Figure 1. PDN straps and rails (run 1).
Drawn at 6 px/um. Pins as bars on the die edge.
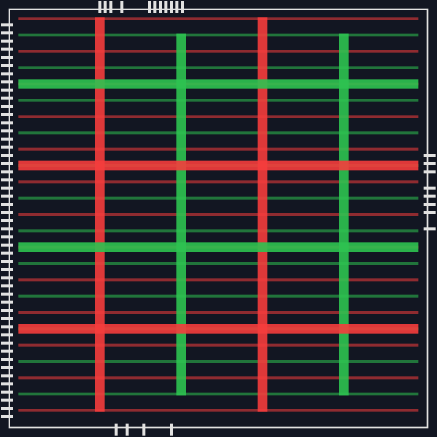
Figure 2. Routed clock nets over the placement (run 1).
Drawn at 8 px/um.
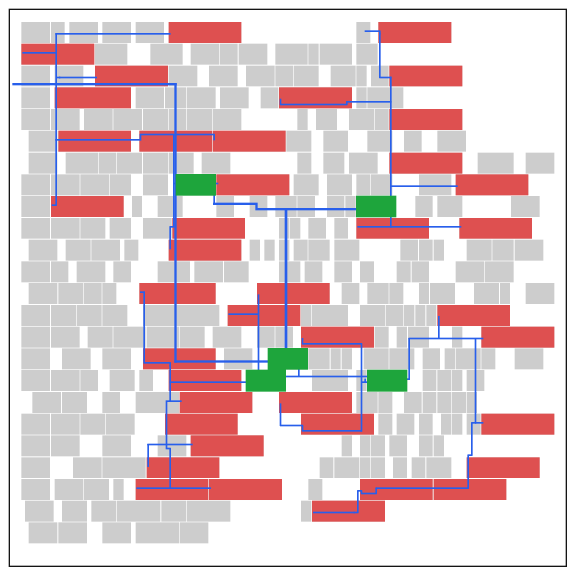
Figure 3. Signal wires by layer (run 1).
Drawn at 8 px/um. Only two layers are drawn.
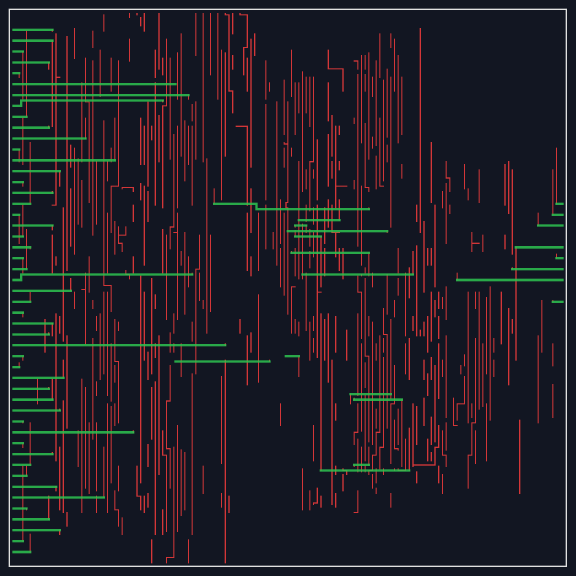
Figure 4. Placement density heat map (run 1).
Drawn at 4 px/um. The die is cut into 7 by 7 equal tiles; white is low, dark blue is high, 0 to 100% covered.
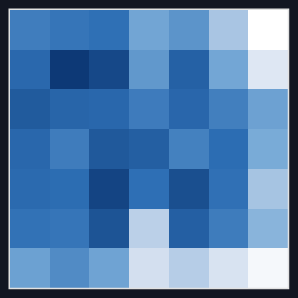
File: src/rtl/alarm_controller.sv
// Alarm comparator and ring sequencer fed by the 12-hour BCD time-of-day counter.
// Holds a validated alarm time and drives ring/snooze/stop with an auto-timeout.
//
// state    | meaning
// ---------+----------------------------------------------------------
// IDLE     | alarm disabled (arm low), all counters cleared
// ARMED    | waiting for the running time to hit the alarm minute
// RINGING  | ring asserted; counting seconds toward auto-stop
// SNOOZE   | ring paused; counting down the snooze interval
module alarm_controller #(
    parameter int SNOOZE_MIN = 9,
    parameter int RING_MAX_S = 60,
    parameter int SNOOZE_MAX = 3
) (
    input  logic                                  clk,
    input  logic                                  reset_n,
    input  logic                                  ena,
    input  logic [7:0]                            hh,
    input  logic [7:0]                            mm,
    input  logic [7:0]                            ss,
    input  logic                                  pm,
    input  logic                                  set_en,
    input  logic [7:0]                            set_hh,
    input  logic [7:0]                            set_mm,
    input  logic                                  set_pm,
    input  logic                                  arm,
    input  logic                                  snooze_btn,
    input  logic                                  stop_btn,
    output logic                                  ring,
    output logic                                  armed,
    output logic                                  snoozing,
    output logic [$clog2(SNOOZE_MAX+1)-1:0]       snooze_cnt,
    output logic                                  set_err,
    output logic [7:0]                            alarm_hh,
    output logic [7:0]                            alarm_mm,
    output logic                                  alarm_pm
);

    localparam int SC_W = $clog2(SNOOZE_MAX + 1);
    localparam int CD_W = $clog2(SNOOZE_MIN * 60 + 1);
    localparam int RS_W = $clog2(RING_MAX_S + 1);

    localparam logic [SC_W-1:0] SNOOZE_LIMIT = SC_W'(SNOOZE_MAX);
    localparam logic [CD_W-1:0] SNOOZE_LOAD  = CD_W'(SNOOZE_MIN * 60);
    localparam logic [RS_W-1:0] RING_LAST    = RS_W'(RING_MAX_S - 1);

    localparam logic [1:0] ST_IDLE    = 2'd0;
    localparam logic [1:0] ST_ARMED   = 2'd1;
    localparam logic [1:0] ST_RINGING = 2'd2;
    localparam logic [1:0] ST_SNOOZE  = 2'd3;

    logic [1:0]      state_q, state_d;
    logic [RS_W-1:0] ring_sec_q, ring_sec_d;
    logic [CD_W-1:0] countdown_q, countdown_d;
    logic [SC_W-1:0] snooze_cnt_q, snooze_cnt_d;
    logic [7:0]      alarm_hh_q, alarm_hh_d;
    logic [7:0]      alarm_mm_q, alarm_mm_d;
    logic            alarm_pm_q, alarm_pm_d;
    logic            set_err_q, set_err_d;
    logic            snooze_btn_q, stop_btn_q;

    logic snooze_press;
    logic stop_press;
    logic set_hh_ok;
    logic set_mm_ok;
    logic set_ok;
    logic match;

    assign snooze_press = snooze_btn & ~snooze_btn_q;
    assign stop_press   = stop_btn & ~stop_btn_q;

    // Hour must be 01..09 or 10..12; minute 00..59 with both digits decimal.
    assign set_hh_ok = (set_hh[3:0] <= 4'd9) &&
                       (((set_hh[7:4] == 4'd0) && (set_hh[3:0] != 4'd0)) ||
                        ((set_hh[7:4] == 4'd1) && (set_hh[3:0] <= 4'd2)));
    assign set_mm_ok = (set_mm[7:4] <= 4'd5) && (set_mm[3:0] <= 4'd9);
    assign set_ok    = set_hh_ok && set_mm_ok;

    assign match = ena && arm && (pm == alarm_pm_q) && (hh == alarm_hh_q) &&
                   (mm == alarm_mm_q) && (ss == 8'h00);

    always_comb begin
        alarm_hh_d = alarm_hh_q;
        alarm_mm_d = alarm_mm_q;
        alarm_pm_d = alarm_pm_q;
        set_err_d  = 1'b0;
        if (set_en) begin
            if (set_ok) begin
                alarm_hh_d = set_hh;
                alarm_mm_d = set_mm;
                alarm_pm_d = set_pm;
            end else begin
                set_err_d = 1'b1;
            end
        end
    end

    always_comb begin
        state_d      = state_q;
        ring_sec_d   = ring_sec_q;
        countdown_d  = countdown_q;
        snooze_cnt_d = snooze_cnt_q;
        if (!arm) begin
            state_d      = ST_IDLE;
            ring_sec_d   = '0;
            countdown_d  = '0;
            snooze_cnt_d = '0;
        end else begin
            case (state_q)
                ST_IDLE: begin
                    state_d = ST_ARMED;
                end
                ST_ARMED: begin
                    if (match) begin
                        state_d      = ST_RINGING;
                        ring_sec_d   = '0;
                        snooze_cnt_d = '0;
                    end
                end
                ST_RINGING: begin
                    // Button actions are checked before the timeout so they win a tie.
                    if (stop_press) begin
                        state_d      = ST_ARMED;
                        ring_sec_d   = '0;
                        snooze_cnt_d = '0;
                    end else if (snooze_press && (snooze_cnt_q < SNOOZE_LIMIT)) begin
                        state_d      = ST_SNOOZE;
                        ring_sec_d   = '0;
                        countdown_d  = SNOOZE_LOAD;
                        snooze_cnt_d = snooze_cnt_q + SC_W'(1);
                    end else if (ena) begin
                        if (ring_sec_q == RING_LAST) begin
                            state_d      = ST_ARMED;
                            ring_sec_d   = '0;
                            snooze_cnt_d = '0;
                        end else begin
                            ring_sec_d = ring_sec_q + RS_W'(1);
                        end
                    end
                end
                ST_SNOOZE: begin
                    if (stop_press) begin
                        state_d      = ST_ARMED;
                        countdown_d  = '0;
                        snooze_cnt_d = '0;
                    end else if (ena) begin
                        if (countdown_q == CD_W'(1)) begin
                            state_d     = ST_RINGING;
                            ring_sec_d  = '0;
                            countdown_d = '0;
                        end else begin
                            countdown_d = countdown_q - CD_W'(1);
                        end
                    end
                end
                default: begin
                    state_d = ST_IDLE;
                end
            endcase
        end
    end

    always_ff @(posedge clk or negedge reset_n) begin
        if (!reset_n) begin
            state_q      <= ST_IDLE;
            ring_sec_q   <= '0;
            countdown_q  <= '0;
            snooze_cnt_q <= '0;
            alarm_hh_q   <= 8'h12;
            alarm_mm_q   <= 8'h00;
            alarm_pm_q   <= 1'b0;
            set_err_q    <= 1'b0;
            snooze_btn_q <= 1'b0;
            stop_btn_q   <= 1'b0;
        end else begin
            state_q      <= state_d;
            ring_sec_q   <= ring_sec_d;
            countdown_q  <= countdown_d;
            snooze_cnt_q <= snooze_cnt_d;
            alarm_hh_q   <= alarm_hh_d;
            alarm_mm_q   <= alarm_mm_d;
            alarm_pm_q   <= alarm_pm_d;
            set_err_q    <= set_err_d;
            snooze_btn_q <= snooze_btn;
            stop_btn_q   <= stop_btn;
        end
    end

    assign ring       = (state_q == ST_RINGING);
    assign snoozing   = (state_q == ST_SNOOZE);
    assign armed      = (state_q != ST_IDLE);
    assign snooze_cnt = snooze_cnt_q;
    assign set_err    = set_err_q;
    assign alarm_hh   = alarm_hh_q;
    assign alarm_mm   = alarm_mm_q;
    assign alarm_pm   = alarm_pm_q;

endmodule

File: config.mk
export PLATFORM = sky130hd
export DESIGN_NAME = alarm_controller
export DESIGN_NICKNAME = d
export VERILOG_FILES = /design/src/rtl/alarm_controller.sv
export SDC_FILE = /design/constraint.sdc
export NUM_CORES = 1
export LEC_CHECK = 0
export CORE_UTILIZATION = 50
export DETAILED_ROUTE_END_ITERATION = 16
export PLACE_DENSITY = 0.88
export SLEW_MARGIN = 25
export SYNTH_ARGS = -nofsm -noshare
export SYNTH_HDL_FRONTEND = slang
export SYNTH_SLANG_ARGS = --single-unit
File: constraint.sdc
create_clock -name clk -period 3.8 [get_ports clk]
set_clock_uncertainty 0.15 [all_clocks]
set_input_delay 0.76 -clock clk [delete_from_list [all_inputs] [get_ports clk]]
set_output_delay 0.76 -clock clk [all_outputs]
set_load 0.05 [all_outputs]
==> summary.txt, run 1 <==
yosys + openroad results -> status=completed, P per Cell Area=441 nW/um^2, fraction of layout cells with a size suffix above 1=12.7%, HPWL after detailed placement=4210 um, Worst Path Max Fanout=9, kind of critical path=input port to flop, largest net degree at the start of global routing=41, post-synthesis cell count=220, Sequential Area=1000 sq um, CP Launch Type=input port, DR iter-0 viols=approximately 170, Row Count=24, synthesized area per cell=10.3 sq um, post-route insts no fill=343, fraction of registers with async set/reset=100%, buffer and inverter count on the worst path=1, fin nets=344, initial antenna violation count=0, Unique cell types=49, Clock Path Buffers=2, synthesized cell area=2270 sq um, setup violators final=0, routability cong.=0.857, worst hold path type=flop to flop, Latency at later pin=between 200 and 300 ps, commonest cells in the netlist=dfrtp_1, xor2_1, nand2_1, nor2_1, o21ai_0, syn nets=around 270, fin crit share=73.8%, post-synth top area cell=dfrtp_1, FP Util=about 52%, Post-CTS Hold Buffers=0, crit path time final=2810 ps, CP max-delay cell=clkdlybuf4s50_1, xor+xnor area frac=6.55%, simple share=20.3%, final WL=5430 um, n_diodes=0, Placed Area=3000 sq um, Largest Register=countdown_q, Die W=69.5 um, Max VDD drop=0.211 mV, post-layout util=70.6%, CP required=about 3800 ps, Flops after synth=40, Worst-path clk slew=around 80 ps, all-layer global routing usage=23.9%, Root Buffer=clkbuf_8, DIE HEIGHT=approximately 69 um, P&R area growth vs syn=35.1%, Layout fillers=312, Static Leak=1.35 nW, Crit path depth=7, CTS Sinks=40, Core Area=4350 sq um, Pre-Repair DR Iteration Count=4, Routed wire per std cell=15.8 um, fin area=3070 sq um, yosys adder share=2.20%, stage-log warning count=27, max_cap viols=0, synth warn=0, WHS=364 ps, I/O Buffers=71, Setup crit start=hh[1], cell count of the worst reg-to-reg path=6, Seq/Total Area, Yosys=44.1%, via count=1987, DRC=0, FF-to-FF setup slack=1420 ps, chip area=4820 sq um, fmax=about 0.36 GHz, comb area leader=simple AND/OR/NAND/NOR gates, total power=1.35 mW, Max-slew headroom=41.8%, worst setup path endpoint=ring_sec_q[1]$_DFFE_PN0P_, post-route ant nets=0, CP Capture Type=flop, Min-Delay Endpoint=countdown_q[6]$_DFFE_PN0P_, Final Max Slew Viols=0, Hold Path Depth=2, worst r2r dst=ring_sec_q[1]$_DFFE_PN0P_, worst slack at placement=a little over 700 ps, num ports=72, final worst slack=just under 1000 ps, Largest register FFs=10, vias per inst=5.79, mux share=between 8 and 9%, most common cell in the synthesized netlist=dfrtp_1, CTS H-tree depth=2, RSZ-0062 raised after global routing=no, CTS Buf Count=5, post-placement cell count=between 300 and 400, setup bufs post-CTS=0, final hold violation count=0, first-pass GRT wire length=9180 um, launching point of the worst reg2reg path=alarm_hh[1]$_DFFE_PN1P_, worst path arrival time=2820 ps, top cells by area, synth=dfrtp_1, xor2_1, mux2_2, most numerous logic cells after layout=clkdlybuf4s50_1, dfrtp_1, xor2_1, Main synth FF type=dfrtp_1, Logic area=between 1000 and 1500 sq um, Complex Gates by Area=14.2%, yosys synthesis chip area=2270 sq um, hold_sp=countdown_q[6]$_DFFE_PN0P_, worst slew pin tran=874 ps, worst path cell trace=clkdlybuf4s50_1 > xor2_1 > nor4_1 > nand3_1 > o21ai_2 > and3_2 > mux2_2, CP top delay family=simple AND/OR/NAND/NOR gates, Commonest Layout Cell=clkdlybuf4s50_1, CP peak stage delay=430 ps, global route overflow=0, Sum Neg Setup Slack=0 ps, vias in the first global route=1969, CTS tree=built, post-cts resize count=0, cell total in the yosys stat output=220, Yosys top cell area share=41.8%, EDFF count, synth=0
Notes on Figure 1 above:
| net | color |
|---|---|
| VSS | red |
| VDD | green |
rows: 24
met5 straps: 4

Notes on Figure 2 above:
[clock wires] blue | length: 458 um
[clock drivers] green | count: 5
[flip-flops] red | count: 40
flops lie: all over the die

Notes on Figure 3 above:
| layer | color | wire length |
|---|---|---|
| metal 3 | green | 415 um |
| metal 2 | red | 2620 um |

Notes on Figure 4 above:
fullest tile: 96%
nearly empty tiles: 2.0%
tiles over 75% full: 37%

## run 1: per-layer routing
layer  track usage [%]  vias up  wire length, um
li1                  -      954                -
met5                 0        -                0
met4              5.44        0               53
met3              6.69        4              415
met2              40.0       84             2620
met1              30.8      945             2340
## run 1: worst min-delay path, stage by stage, from the launching register on
cell and delay, ps:
dfrtp_1 340, o21ai_0 70, o21ai_0 60
## run 1: area by class of cell
class / instances / share of cell area [%]
clock buffer: 6 / 2.36
clock inverter: 1 / 0.163
inverter: 7 / 0.855
multi-input combinational: 165 / 38.6
sequential: 40 / 32.7
tap: 52 / 2.12
timing repair buffer: 72 / 23.2
## run 1: power breakdown
part           internal, mW  switching, mW
Sequential            0.480         0.0722
Clock                 0.125          0.134
Combinational         0.227          0.317
Total                 0.832          0.523
Figure 5. Routing congestion (run 1).
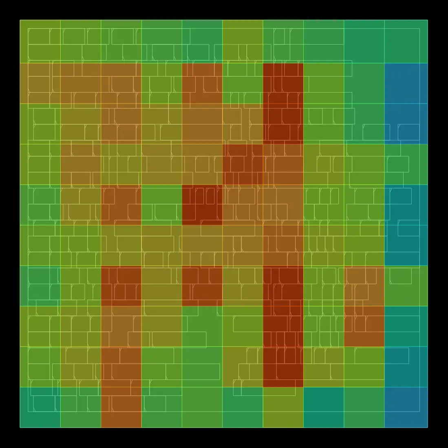

## Run 2: what changed since run 1
--- a/config.mk
+++ b/config.mk
@@ -5,9 +5,9 @@
 export SDC_FILE = /design/constraint.sdc
 export NUM_CORES = 1
 export LEC_CHECK = 0
-export CORE_UTILIZATION = 50
+export CORE_UTILIZATION = 42
 export DETAILED_ROUTE_END_ITERATION = 16
-export PLACE_DENSITY = 0.88
+export PLACE_DENSITY = 0.79
 export SLEW_MARGIN = 25
 export SYNTH_ARGS = -nofsm -noshare
 export SYNTH_HDL_FRONTEND = slang
==> constraint.sdc (replaced) <==
create_clock -name clk -period 2.3 [get_ports clk]
set_clock_uncertainty 0.15 [all_clocks]
set_input_delay 0.46 -clock clk [delete_from_list [all_inputs] [get_ports clk]]
set_output_delay 0.46 -clock clk [all_outputs]
set_load 0.05 [all_outputs]
Figure 6. Routing congestion (run 2).
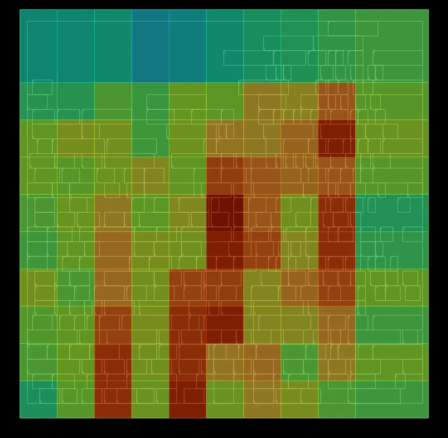
Routed wire per std cell: 15.8 um
all-layer global routing usage: 24.2%
met1 Resource Use GR: 27.3%

==> summary.txt, run 2 <==
yosys + openroad results -> status=completed, worst slack at placement=-341 ps (-1050 ps), vias in the first global route=2180 (+11%), CP peak stage delay=410 ps (-20 ps), DRC=0 (unchanged), initial antenna violation count=0 (unchanged), I/O Buffers=71 (unchanged), multi-input combinational area share=35.6% (-3.1 points), fraction of layout cells with a size suffix above 1=27.2% (+15 points), worst slew pin tran=533 ps (-340 ps), top cells by area, synth=dfrtp_1, xor2_1, mux2_2, worst hold path type=flop to flop, worst path arrival time=2290 ps (-530 ps), CTS Buf Count=5 (unchanged), Commonest Layout Cell=clkdlybuf4s50_1, Layout fillers=396 (+27%), post-route insts no fill=397 (+16%), DR iter-0 viols=111 (-35%), layout inverter count without the clock tree=7 (unchanged), Latency at later pin=290 ps (about the same), fin area=3490 sq um (+14%), Clock Path Buffers=2 (unchanged), Root Buffer=clkbuf_8, EDFF count, synth=0 (unchanged), commonest cells in the netlist=dfrtp_1, xor2_1, nand2_1, nor2_1, o21ai_0, CP max-delay cell=clkdlybuf4s50_1, Min-Delay Endpoint=countdown_q[5]$_DFFE_PN0P_, Seq cells=40 (unchanged), launching point of the worst reg2reg path=snooze_cnt[0]$_DFFE_PN0P_, DR top layer=met4, Setup crit start=ss[0], stage-log warning count=27 (unchanged), syn nets=273 (unchanged), Clock buf/inv share=3.62% (+1.1 points), HPWL after detailed placement=5030 um (+20%), CP Launch Type=input port, Max-slew headroom=64.3% (+23 points), DRT met1 WL=2540 um (+8.6%), crit path time final=2270 ps, most common cell in the synthesized netlist=dfrtp_1, cell count of the worst reg-to-reg path=7 (+1), Worst-path clk slew=80 ps (about the same), synthesized area per cell=10.3 sq um (unchanged), post-synthesis cell count=220 (unchanged), final WL=6260 um (+15%), setup violators final=0 (unchanged), cell total in the yosys stat output=220 (unchanged), worst r2r dst=ring_sec_q[0]$_DFFE_PN0P_, #MultiIn Comb=165 (unchanged), hold_sp=countdown_q[5]$_DFFE_PN0P_, worst path cell trace=clkdlybuf4s50_1 > nor4_2 > and3_1 > nand4_1 > o21ai_2 > and3_4 > mux2_4, Placed Area=3290 sq um (+9.9%), post-cts resize count=2 (+2), CP required=2320 ps (-1490 ps), buffer and inverter count on the worst path=1 (unchanged), Core Area=5170 sq um (+19%), Largest Register=countdown_q, n_diodes=0 (unchanged), largest class=multi-input combinational cells, Yosys top cell area share=41.8% (unchanged), DR WL met2=3290 um (+26%), Static Leak=1.61 nW (+19%), CTS Sinks=40 (unchanged), fmax=0.440 GHz, CP Capture Type=flop, global route overflow=0 (unchanged), post-synth top area cell=dfrtp_1, FP Util=44.0% (-8.3 points), total power=2.63 mW (+94%), Sum Neg Setup Slack=0 ps (unchanged), setup bufs post-CTS=0 (unchanged), Seq/total area=28.8% (-3.8 points), kind of critical path=input port to flop, Sequential Area=1010 sq um (+0.37%), Largest register FFs=10 (unchanged), Flops after synth=40 (unchanged), post-route ant nets=0 (unchanged), final worst slack=29.8 ps (-965 ps), fin crit share=around 99%, fraction of registers with async set/reset=100% (unchanged), CP top delay family=simple AND/OR/NAND/NOR gates, Non-clk bufs=107 (+49%), Main synth FF type=dfrtp_1, yosys synthesis chip area=2270 sq um (unchanged), num ports=72 (unchanged), buffer share of cell area=28.8% (+5.5 points), first-pass GRT wire length=10200 um (+11%), chip area=5710 sq um (+18%), met3 routed wirelength=326 um (-21%), post-placement cell count=388 (+15%), synth warn=0 (unchanged), CTS H-tree depth=2 (unchanged), P&R area growth vs syn=53.6%, Post-CTS Hold Buffers=1 (+1), CTS tree=built, vias per inst=5.33 (-7.9%), Die W=75.6 um (+8.8%), Seq/Total Area, Yosys=44.1% (unchanged), Worst Path Max Fanout=3 (-6), Hold Path Depth=1 (-1), post-layout util=67.6% (-3.0 points), worst setup path endpoint=ring_sec_q[1]$_DFFE_PN0P_
Figure 7. PDN straps and rails (run 2).
Drawn at 6 px/um. Pins as bars on the die edge.
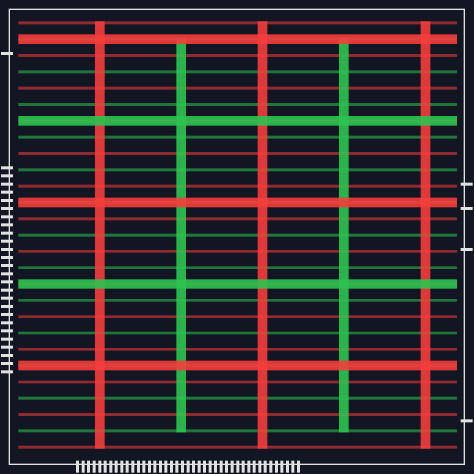
| net | color |
|---|---|
| VDD | green |
| VSS | red |
met4 straps: 5
signal pins: 72
met1 rails: 27
met5 straps: 5

run 2: report_power, final:
part | internal, mW | switching (mW) | total [mW]
registers | 0.793 | 0.129 | 0.922
clock network | 0.383 | 0.243 | 0.626
logic | 0.508 | 0.578 | 1.09
run 2: logic make-up after synthesis:
kind of cell             Yosys count  share of synthesized area (%)
flip-flops                        40                           44.1
buffers and inverters             15                           3.69
XOR/XNOR                          17                           6.55
multiplexers                      16                           8.91
adder cells (fa/ha/maj)            4                           2.20
AND/OR/NAND/NOR                   82                           20.3
AND-OR/OR-AND                     46                           14.2
run 2: metal layers:
layer | track usage [%] | up-vias
met2 | 45.3 | 70
li1 | - | 1022
met1 | 27.3 | 1016
met4 | 5.97 | 0
met5 | 0 | -
met3 | 6.35 | 9
Figure 8. Routed clock nets over the placement (run 2).
Drawn at 8 px/um.
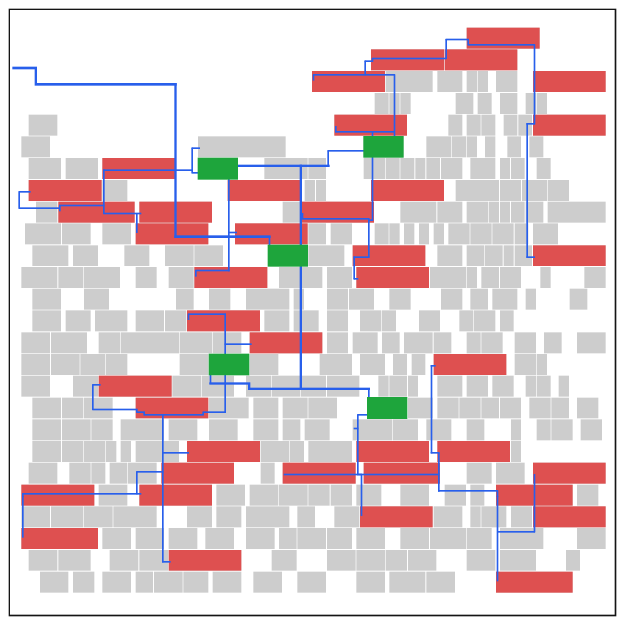

## Run 3: what changed since run 2
--- a/config.mk
+++ b/config.mk
@@ -5,9 +5,10 @@
 export SDC_FILE = /design/constraint.sdc
 export NUM_CORES = 1
 export LEC_CHECK = 0
-export CORE_UTILIZATION = 42
+export CORE_UTILIZATION = 43
+export CTS_BUF_LIST = sky130_fd_sc_hd__clkbuf_2
 export DETAILED_ROUTE_END_ITERATION = 16
-export PLACE_DENSITY = 0.79
+export PLACE_DENSITY = 0.81
 export SLEW_MARGIN = 25
 export SYNTH_ARGS = -nofsm -noshare
 export SYNTH_HDL_FRONTEND = slang
Figure 9. Routed clock nets over the placement (run 3).
Drawn at 8 px/um.
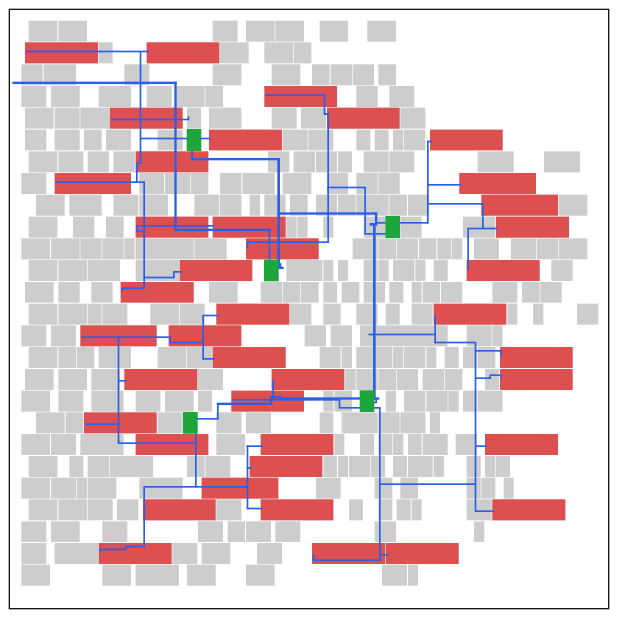
[clock drivers] green | count: 5
[clock wires] blue | length: 545 um
[flip-flops] red | count: 40
routed clock nets: 6
flops lie: all over the die

==> summary.txt, run 3 <==
yosys + openroad results -> status=completed, fraction of layout cells with a size suffix above 1=25.2% (-2.0 points), FP Util=44.5% (+0.56 points), kind of critical path=flop to primary output, sw frac=39.2% (+3.1 points), CP max-delay cell=clkdlybuf4s50_1, vias in the first global route=2033 (-6.7%), clk pwr=436 uW (-30%), Die W=74.7 um (-1.1%), fmax=0.447 GHz (+1.4%), multi-input combinational area share=35.8% (+0.27 points), Seq cells=40 (unchanged), most numerous logic cells after layout=clkdlybuf4s50_1, buf_4, dfrtp_1, HPWL after detailed placement=4530 um (-10%), Yosys top cell area share=41.8% (unchanged), Commonest Layout Cell=clkdlybuf4s50_1, Worst-path clk slew=230 ps (+150 ps), CP Capture Type=primary output, setup bufs post-CTS=0 (unchanged), synthesized area per cell=10.3 sq um (unchanged), crit path time final=2240 ps (-30.7 ps), post-route insts no fill=395 (-0.50%), CP top delay family=buffers and inverters, most common cell in the synthesized netlist=dfrtp_1, final WL=5660 um (-9.6%), Seq/total area=30.3% (+1.4 points), post-route ant nets=0 (unchanged), post-synthesis cell count=220 (unchanged), layout inverter count without the clock tree=7 (unchanged), RSZ-0062 raised after global routing=yes, Setup crit start=snooze_cnt[1]$_DFFE_PN0P_, NetSw=922 uW (-2.9%), #MultiIn Comb=165 (unchanged), vias per inst=5.30 (-0.68%), Seq/Total Area, Yosys=44.1% (unchanged), P&R area growth vs syn=46.3%, num ports=72 (unchanged), sequential power share=38.8% (+3.8 points), Pint=1.43 mW (-15%), I/O Buffers=71 (unchanged), initial antenna violation count=0 (unchanged), fin area=3330 sq um (-4.8%), worst slew pin tran=511 ps (-22.0 ps), Layout fillers=430 (+8.6%), DRT met1 WL=2370 um (-6.9%), Post-CTS Hold Buffers=1 (unchanged), Main synth FF type=dfrtp_1, chip area=5580 sq um (-2.3%), global route overflow=0 (unchanged), top cells by area, synth=dfrtp_1, xor2_1, mux2_2, Worst Path Max Fanout=3 (unchanged), EDFF count, synth=0 (unchanged), Largest register FFs=10 (unchanged), met2 track demand over resource=36.7% (-8.6 points), post-cts resize count=15 (+13), Core Area=5110 sq um (-1.3%), worst path cell trace=clkdlybuf4s50_1, n_diodes=0 (unchanged), Sequential Area=1010 sq um (unchanged), CP peak stage delay=800 ps (+390 ps), synth warn=0 (unchanged), Max-slew headroom=66.1% (+1.7 points), Sequential Power=914 uW (-0.9%), worst setup path endpoint=snooze_cnt[1], worst hold path type=input port to asynchronous set/reset pin, Placed Area=3260 sq um (-0.84%), Biggest consumer=combinational logic, largest class=multi-input combinational cells, total power=2.35 mW (-11%), DR WL met2=2720 um (-17%), Root Buffer=clkbuf_2, Static Leak=1.59 nW (-0.97%), clock power share=18.5% (-5.3 points), cell count of the worst reg-to-reg path=6 (-1), CP required=1690 ps (-630 ps), worst slack at placement=-259 ps (+81.9 ps), Non-clk bufs=105 (-1.9%), Latency at later pin=430 ps (+140 ps), buffer share of cell area=28.5% (-0.29 points), DRC=0 (unchanged), Flops after synth=40 (unchanged), CTS tree=built, setup violators final=0 (unchanged), worst r2r dst=ring_sec_q[0]$_DFFE_PN0P_, first-pass GRT wire length=9330 um (-8.2%), DR top layer=met4, post-synth top area cell=dfrtp_1, commonest cells in the netlist=dfrtp_1, xor2_1, nand2_1, nor2_1, o21ai_0, fraction of registers with async set/reset=100% (unchanged), launching point of the worst reg2reg path=alarm_hh[1]$_DFFE_PN1P_, DR iter-0 viols=183 (+65%), CP Launch Type=flop, CTS Sinks=40 (unchanged), fin crit share=97.4% (-1.3 points), Combinational Power Share=42.7% (+1.5 points), Clock buf/inv share=2.03% (-1.6 points), Largest Register=countdown_q, CLK BUF=5, cell total in the yosys stat output=220 (unchanged), yosys synthesis chip area=2270 sq um (unchanged), CTS H-tree depth=2 (unchanged), worst path arrival time=1630 ps (-660 ps), CTS Buf Count=5 (unchanged), met3 routed wirelength=511 um (+57%), syn nets=273 (unchanged), buffer and inverter count on the worst path=1 (unchanged), Logic power comb=1.00 mW (-8%), final worst slack=60.5 ps (+30.7 ps), Clock Path Buffers=2 (unchanged), stage-log warning count=28 (+3.7%), post-placement cell count=386 (-0.52%), Routed wire per std cell=14.3 um (-9.1%)
Figure 10. Routing congestion (run 3).
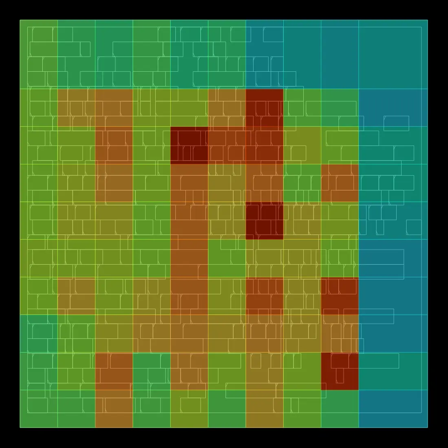
most crowded layer after global routing: met2
all-layer global routing usage: 22.3%
met3 Track Usage GR: 8.17%
met1 Resource Use GR: 27.1%
post-layout util: 65.2%

## run 3: cell counts after synthesis
Identical to the previous run, type by type.
## run 3: per-stage QoR
stage	setup TNS, ps	utilization [%]
final	0	65.2
after global routing	-43.4	65.2
after CTS	0	65.1
after detailed placement	-6460	63.9
after global placement	-5700	63.9
after floorplan	0	-
## run 3: worst reg2reg max path, cell delays in order, from the launching register on
cell and delay (ps):
dfstp_2 620, xor2_1 80, nor4_1 340, nand3_1 170, o21ai_2 170, and3_2 220
mux2_2 340
## run 3: kinds of logic after synthesis
| family | count (synthesis) | synth area share [%] |
|---|---|---|
| simple gates | 82 | 20.3 |
| compound gates | 46 | 14.2 |
| flops | 40 | 44.1 |
| xor+xnor | 17 | 6.55 |
| mux | 16 | 8.91 |
| buf+inv | 15 | 3.69 |
| fa+ha+maj | 4 | 2.20 |
Power is estimated from default activity; no workload was simulated.
